<file path="src/rtl/serial_subtractor.sv">
// Bit-serial a - b - bin subtractor, LSB first, one bit per clock.
// Valid/ready handshake on operand and result sides.
module serial_subtractor #(
   parameter int unsigned WIDTH = 8
) (
   input  logic             clk,
   input  logic             rst_n,
   input  logic             in_valid,
   output logic             in_ready,
   input  logic [WIDTH-1:0] a,
   input  logic [WIDTH-1:0] b,
   input  logic             bin,
   output logic             out_valid,
   input  logic             out_ready,
   output logic [WIDTH-1:0] diff,
   output logic             borr,
   output logic             ovf
);

   localparam int unsigned CNT_W = $clog2(WIDTH) + 1;
   localparam logic [CNT_W-1:0] LAST = CNT_W'(WIDTH - 1);

   typedef enum logic [1:0] {
      IDLE,
      RUN,
      DONE
   } state_t;

   state_t           state, state_nx;
   logic [WIDTH-1:0] a_sr, b_sr;
   logic             br;
   logic [CNT_W-1:0] cnt;
   logic             a_msb, b_msb;
   logic             d_bit, br_nx;

   always_ff @(posedge clk or negedge rst_n) begin
      if (!rst_n) state <= IDLE;
      else        state <= state_nx;
   end

   always_comb begin
      state_nx  = state;
      in_ready  = 1'b0;
      out_valid = 1'b0;
      case (state)
         IDLE: begin
            in_ready = 1'b1;
            if (in_valid) state_nx = RUN;
         end
         RUN: begin
            if (cnt == LAST) state_nx = DONE;
         end
         DONE: begin
            out_valid = 1'b1;
            if (out_ready) state_nx = IDLE;
         end
         default: state_nx = IDLE;
      endcase
   end

   // Half-subtractor cell extended with the registered borrow.
   always_comb begin
      d_bit = a_sr[0] ^ b_sr[0] ^ br;
      br_nx = (~a_sr[0] & b_sr[0]) | (~(a_sr[0] ^ b_sr[0]) & br);
   end

   always_ff @(posedge clk or negedge rst_n) begin
      if (!rst_n) begin
         a_sr  <= '0;
         b_sr  <= '0;
         br    <= 1'b0;
         cnt   <= '0;
         a_msb <= 1'b0;
         b_msb <= 1'b0;
         diff  <= '0;
         borr  <= 1'b0;
         ovf   <= 1'b0;
      end else if (state == IDLE && in_valid) begin
         a_sr  <= a;
         b_sr  <= b;
         br    <= bin;
         cnt   <= '0;
         a_msb <= a[WIDTH-1];
         b_msb <= b[WIDTH-1];
      end else if (state == RUN) begin
         diff <= {d_bit, diff[WIDTH-1:1]};
         a_sr <= a_sr >> 1;
         b_sr <= b_sr >> 1;
         br   <= br_nx;
         cnt  <= cnt + 1'b1;
         // On the last bit d_bit is the result MSB, so flags are final here.
         if (cnt == LAST) begin
            borr <= br_nx;
            ovf  <= (a_msb ^ b_msb) & (d_bit ^ a_msb);
         end
      end
   end

endmodule

</file>
<file path="config.mk">
export PLATFORM = sky130hd
export DESIGN_NAME = serial_subtractor
export DESIGN_NICKNAME = d
export VERILOG_FILES = /design/src/rtl/serial_subtractor.sv
export SDC_FILE = /design/constraint.sdc
export NUM_CORES = 1
export LEC_CHECK = 0
export CAP_MARGIN = 20
export CORE_ASPECT_RATIO = 1.4
export CORE_MARGIN = 2
export CORE_UTILIZATION = 45
export CTS_CLUSTER_SIZE = 40
export DETAILED_ROUTE_END_ITERATION = 12
export MAX_ROUTING_LAYER = met4
export PLACE_DENSITY = 0.82
export SETUP_SLACK_MARGIN = 0.02
export SKIP_CTS_REPAIR_TIMING = 1
export SLEW_MARGIN = 20
export SYNTH_ARGS = -nofsm -noshare
export SYNTH_HDL_FRONTEND = slang
export SYNTH_SLANG_ARGS = --single-unit
</file>
<file path="constraint.sdc">
create_clock -name clk -period 1.35 [get_ports clk]
set_input_delay 0.27 -clock clk [delete_from_list [all_inputs] [get_ports clk]]
set_output_delay 0.27 -clock clk [all_outputs]
set_load 0.02 [all_outputs]
</file>
==> changes_impl.md, run 1 <==
### Metrics

* Status: finished with violations
* Failing checks: setup timing
* Crit path DAT at 1.75 ns
* Vias in the first global route at 1,337
* TritonCTS buffer count at 5
* Syn nets at between 150 and 200
* Clk_skew at 0.00646 ns
* HP Class: in -> async
* Die Y at 73.3 um
* Commonest flop: dfrtp_1
* CTS root buf: clkbuf_8
* Floorplan Utilization at 46.6%
* # IOs at 33
* Critical Path Fanout Max at 7
* # setup viols final at 18
* Period minus WS final at 1.55 ns
* Async SR Flop Fraction at 100%
* Top cells by count, synth: nand2_1 (66), dfrtp_1 (35), nor2_1 (13)
* Initial DRC count at 52
* Insertion delay at the late pin of the worst-skew pair at 0.29 ns
* Initial antenna violation count at 0
* Port Buf Inserts at 32
* Area growth syn-to-layout at 46.2%
* FMAX at 646 MHz
* Largest area contributor in the netlist: dfrtp_1
* Cell Rows at 25
* Clk sink count at 35
* CTS tree: done
* Syn Area/Cell at 9.30 um2
* Fin area at 0.00226 mm2
* Layout Utilization at between 60% and 70%
* Slew @ Worst Pin at roughly 0.23 ns
* Max_slew headroom at 84.5%
* Ys cells at 166
* Leak at 1.17 nW
* Worst Slack Setup Final at -0.199 ns
* Average wire per standard cell at 15.0 um
-- run 1: flip-flops by register name, indices dropped and copies added, names as in the netlist --
signal,count
borr,1
br,1
a_msb,1
cnt,4
diff,8
b_sr,8
a_sr,8
state,2
b_msb,1
ovf,1
-- run 1: per-layer routing --
layer,GRT usage (%),routed length [um],vias to the layer above
met5,-,0,-
met2,34.0,2040,44
li1,-,-,644
met1,24.3,1560,652
met4,8.83,88,0
met3,5.08,192,11
-- run 1: power breakdown --
group / switching [mW] / leakage [nW] / internal, mW
logic: 1.33 / 0.691 / 1.18
registers: 0.331 / 0.435 / 1.53
clock network: 0.367 / 0.0477 / 0.352
-- run 1: critical path, delay by kind of cell (launching register included) --
family	cells	cell delay [ns]
buf+inv	3	0.50
compound gates	1	0.23
flops	1	0.42
simple gates	2	0.31
-- run 1: per-stage QoR --
step                      hold slack, ns  setup WS [ns]
final                              0.347         -0.199
after global routing               0.359         -0.241
after CTS                          0.361         -0.431
after detailed placement           0.462         -0.297
after global placement             0.461         -0.246
after floorplan                  -0.0256         0.0217
-- run 1: layout by cell type (no fill, tap or decap), types with 5 or more instances in the layout --
| cell type | n |
|---|---|
| a31oi_1 | 9 |
| buf_4 | 12 |
| buf_6 | 6 |
| clkbuf_8 | 5 |
| clkdlybuf4s50_1 | 20 |
| dfrtp_1 | 35 |
| dlymetal6s2s_1 | 10 |
| nand2_1 | 65 |
| nor2_1 | 5 |
| nor2_4 | 6 |
-- run 1: path summary, 6_finish.rpt --
kind | to | slack [ns] | cells past startpoint
setup / recovery | b_sr[4]$_DFFE_PN0P_ | -0.20 | 6
hold / removal | diff[6]$_DFFE_PN0P_ | 0.35 | 2
setup reg to reg | b_sr[4]$_DFFE_PN0P_ | -0.20 | 6
hold reg to reg | b_sr[0]$_DFFE_PN0P_ | 0.47 | 2
max in group asynchronous | borr$_DFFE_PN0P_ | 0.82 | 2
min in group clk | b_sr[0]$_DFFE_PN0P_ | 0.47 | 2
-- run 1: layout make-up --
class                      instances  area, um2
sequential                        35        876
fill                             246       1060
tap                               40       50.0
multi-input combinational        119        684
clock inverter                     3       15.0
timing repair buffer              52        548
inverter                           4       15.0
clock buffer                       5       68.8
-- run 1: cells by family (layout without fill, tap and decap cells) --
group           Yosys count  count (layout)  share of synthesized area [%]
buf+inv                  12              64                           5.35
fa+ha+maj                 2               2                           2.11
compound gates           23              23                           9.48
flops                    35              35                           56.7
mux                       2               2                           1.30
simple gates             92              92                           25.0
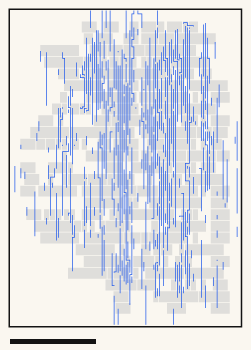
Fig. 1. M2 wires (run 1).
The bar under the picture is 20 um long. Cells faint in the background.
main direction	vertical
share of all routed wire	53%
met2 GRT Util: 34.0%
routed via count: 1,351

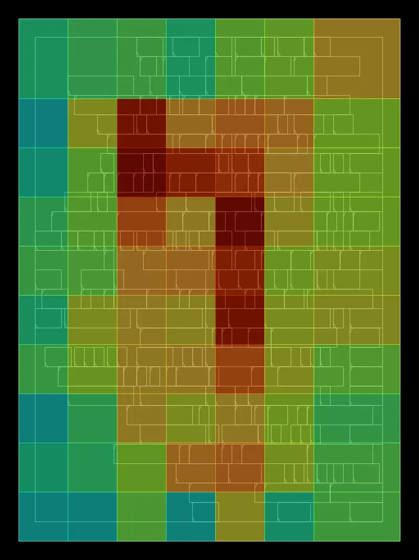
Fig. 2. Track usage over the die (run 1).
GRT Total Usage: 20.9%
GRT met3 Usage: 5.08%
GR Util met1: 24.3%

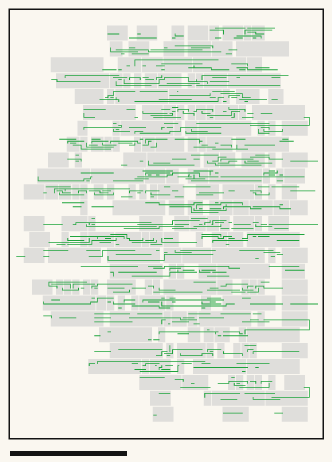
Fig. 3. Met1 routing (run 1).
The bar under the picture is 20 um long. Cells faint in the background.
share of all routed wire	40%
longest straight run	18.4 um
main direction	horizontal
nets with wire on the layer	209
wire length on this layer	1,560 um
total wire length: 3.88 mm

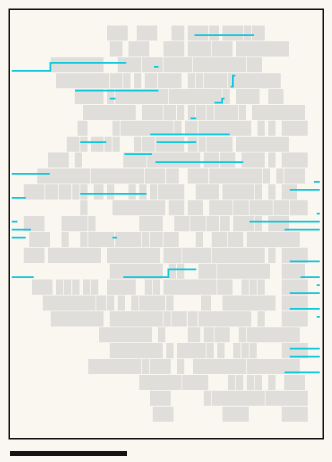
Fig. 4. The metal 3 layer (run 1).
The bar under the picture is 20 um long. Cells faint in the background.
nets with wire on the layer	29
main direction	horizontal
share of all routed wire	5.0%
longest straight run	14.7 um
wire length on this layer	193 um

## Run 2: what changed since run 1
--- a/config.mk
+++ b/config.mk
@@ -5,7 +5,7 @@
 export SDC_FILE = /design/constraint.sdc
 export NUM_CORES = 1
 export LEC_CHECK = 0
-export CAP_MARGIN = 20
+export CAP_MARGIN = 10
 export CORE_ASPECT_RATIO = 1.4
 export CORE_MARGIN = 2
 export CORE_UTILIZATION = 45
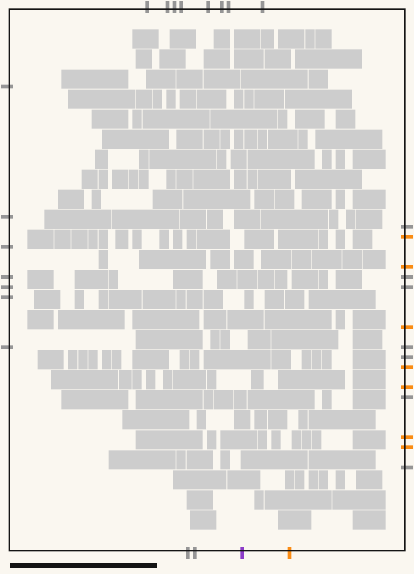
Fig. 5. Pin map (run 2).
The bar under the picture is 20 um long. Pins as bars across the die edge, other pins in grey.
colour	port	pins	direction	edge
purple	`borr`	1	output	bottom
orange	`diff`	8	output	7 right, 1 bottom
Port Buf Inserts: 32
die width: 53.5 um
Die Y: 73.3 um

==> run 2 against run 1 <==
  * The flow still finishes with violations (setup timing)
  * Clock skew is the same
  * Critical endpoint unchanged
  * Highest routed layer unchanged
  * Largest cell class unchanged
  * First-iteration DRC count unchanged
  * Via count unchanged
==> changes_impl.md, run 2 <==
### Metrics

* Status: finished with violations
* Clk_skew at 0.00646 ns (unchanged)
* Area growth syn-to-layout at 46.2% (unchanged)
* Routed via count at 1,351 (unchanged)
* Async SR Flop Fraction at 100% (unchanged)
* Initial DRC count at 52 (unchanged)
* Average wire per standard cell at 15.0 um (unchanged)
* Commonest flop: dfrtp_1
* Cell Rows at 25 (unchanged)
* Post-Synth AOI/OAI Area at 9.48% (unchanged)
* Failing checks: setup timing
* Floorplan Utilization at 46.6% (unchanged)
* # setup viols final at 18 (unchanged)
* Syn nets at 189 (unchanged)
* GRT busiest layer: met2
* DP Worst Slack at -0.297 ns (unchanged)
* Insertion delay at the late pin of the worst-skew pair at 0.29 ns (about the same)
* Synth mux share at 1.30% (unchanged)
* Worst Slack Setup Final at -0.199 ns (unchanged)
* Fin area at 0.00226 mm2 (unchanged)
## run 2: metal layers
metal / share of wire (%) / routed length, um
met5: 0 / 0
met4: 2.3 / 88
met3: 5.0 / 192
met2: 53 / 2040
met1: 40 / 1560
## run 2: cells by family after synthesis
family | count (synthesis)
AOI/OAI and AO/OA | 23
adders and majority gates | 2
muxes | 2
DFF | 35
and+or+nand+nor | 92
buffers and inverters | 12
## run 2: through the flow
step | utilization (%) | total power, mW
2_1_floorplan | - | 3.16
3_3_place_gp | 59.5 | 3.92
3_5_place_dp | 59.5 | 4.03
4_1_cts | 62.0 | 4.76
5_1_grt | 68.1 | 5.49
6_report | 68.1 | 5.10
## run 2: power breakdown
| group | switching (mW) | leakage [nW] | internal, mW |
|---|---|---|---|
| Clock | 0.367 | 0.0477 | 0.352 |
| Sequential | 0.331 | 0.435 | 1.53 |
| Combinational | 1.33 | 0.691 | 1.18 |
| Total | 2.03 | 1.17 | 3.07 |
## run 2: worst register-to-register path, cell delays in order, from the launching register on
cell	delay [ns]
dfrtp_1	0.42
buf_6	0.14
nor2b_1	0.20
buf_4	0.20
buf_4	0.16
nand2_1	0.11
a31oi_2	0.23
## run 2: cell type report
type / count / area, um2
fill: 246 / 1060
timing repair buffer: 52 / 548
multi-input combinational: 119 / 684
clock inverter: 3 / 15.0
sequential: 35 / 876
tap: 40 / 50.0
clock buffer: 5 / 68.8
inverter: 4 / 15.0
## run 2: worst paths after layout
kind                            cells after the start  slack [ns]                 start                  end
worst min-delay path                                2        0.35                 rst_n  diff[6]$_DFFE_PN0P_
min in group clk                                    2        0.47   b_sr[0]$_DFFE_PN0P_  b_sr[0]$_DFFE_PN0P_
worst min register to register                      2        0.47   b_sr[0]$_DFFE_PN0P_  b_sr[0]$_DFFE_PN0P_
worst max-delay path                                6       -0.20  state[1]$_DFFE_PN0P_  b_sr[4]$_DFFE_PN0P_
worst max register to register                      6       -0.20  state[1]$_DFFE_PN0P_  b_sr[4]$_DFFE_PN0P_
max in group asynchronous                           2        0.82                 rst_n     borr$_DFFE_PN0P_
Power is estimated from default activity; no workload was simulated.
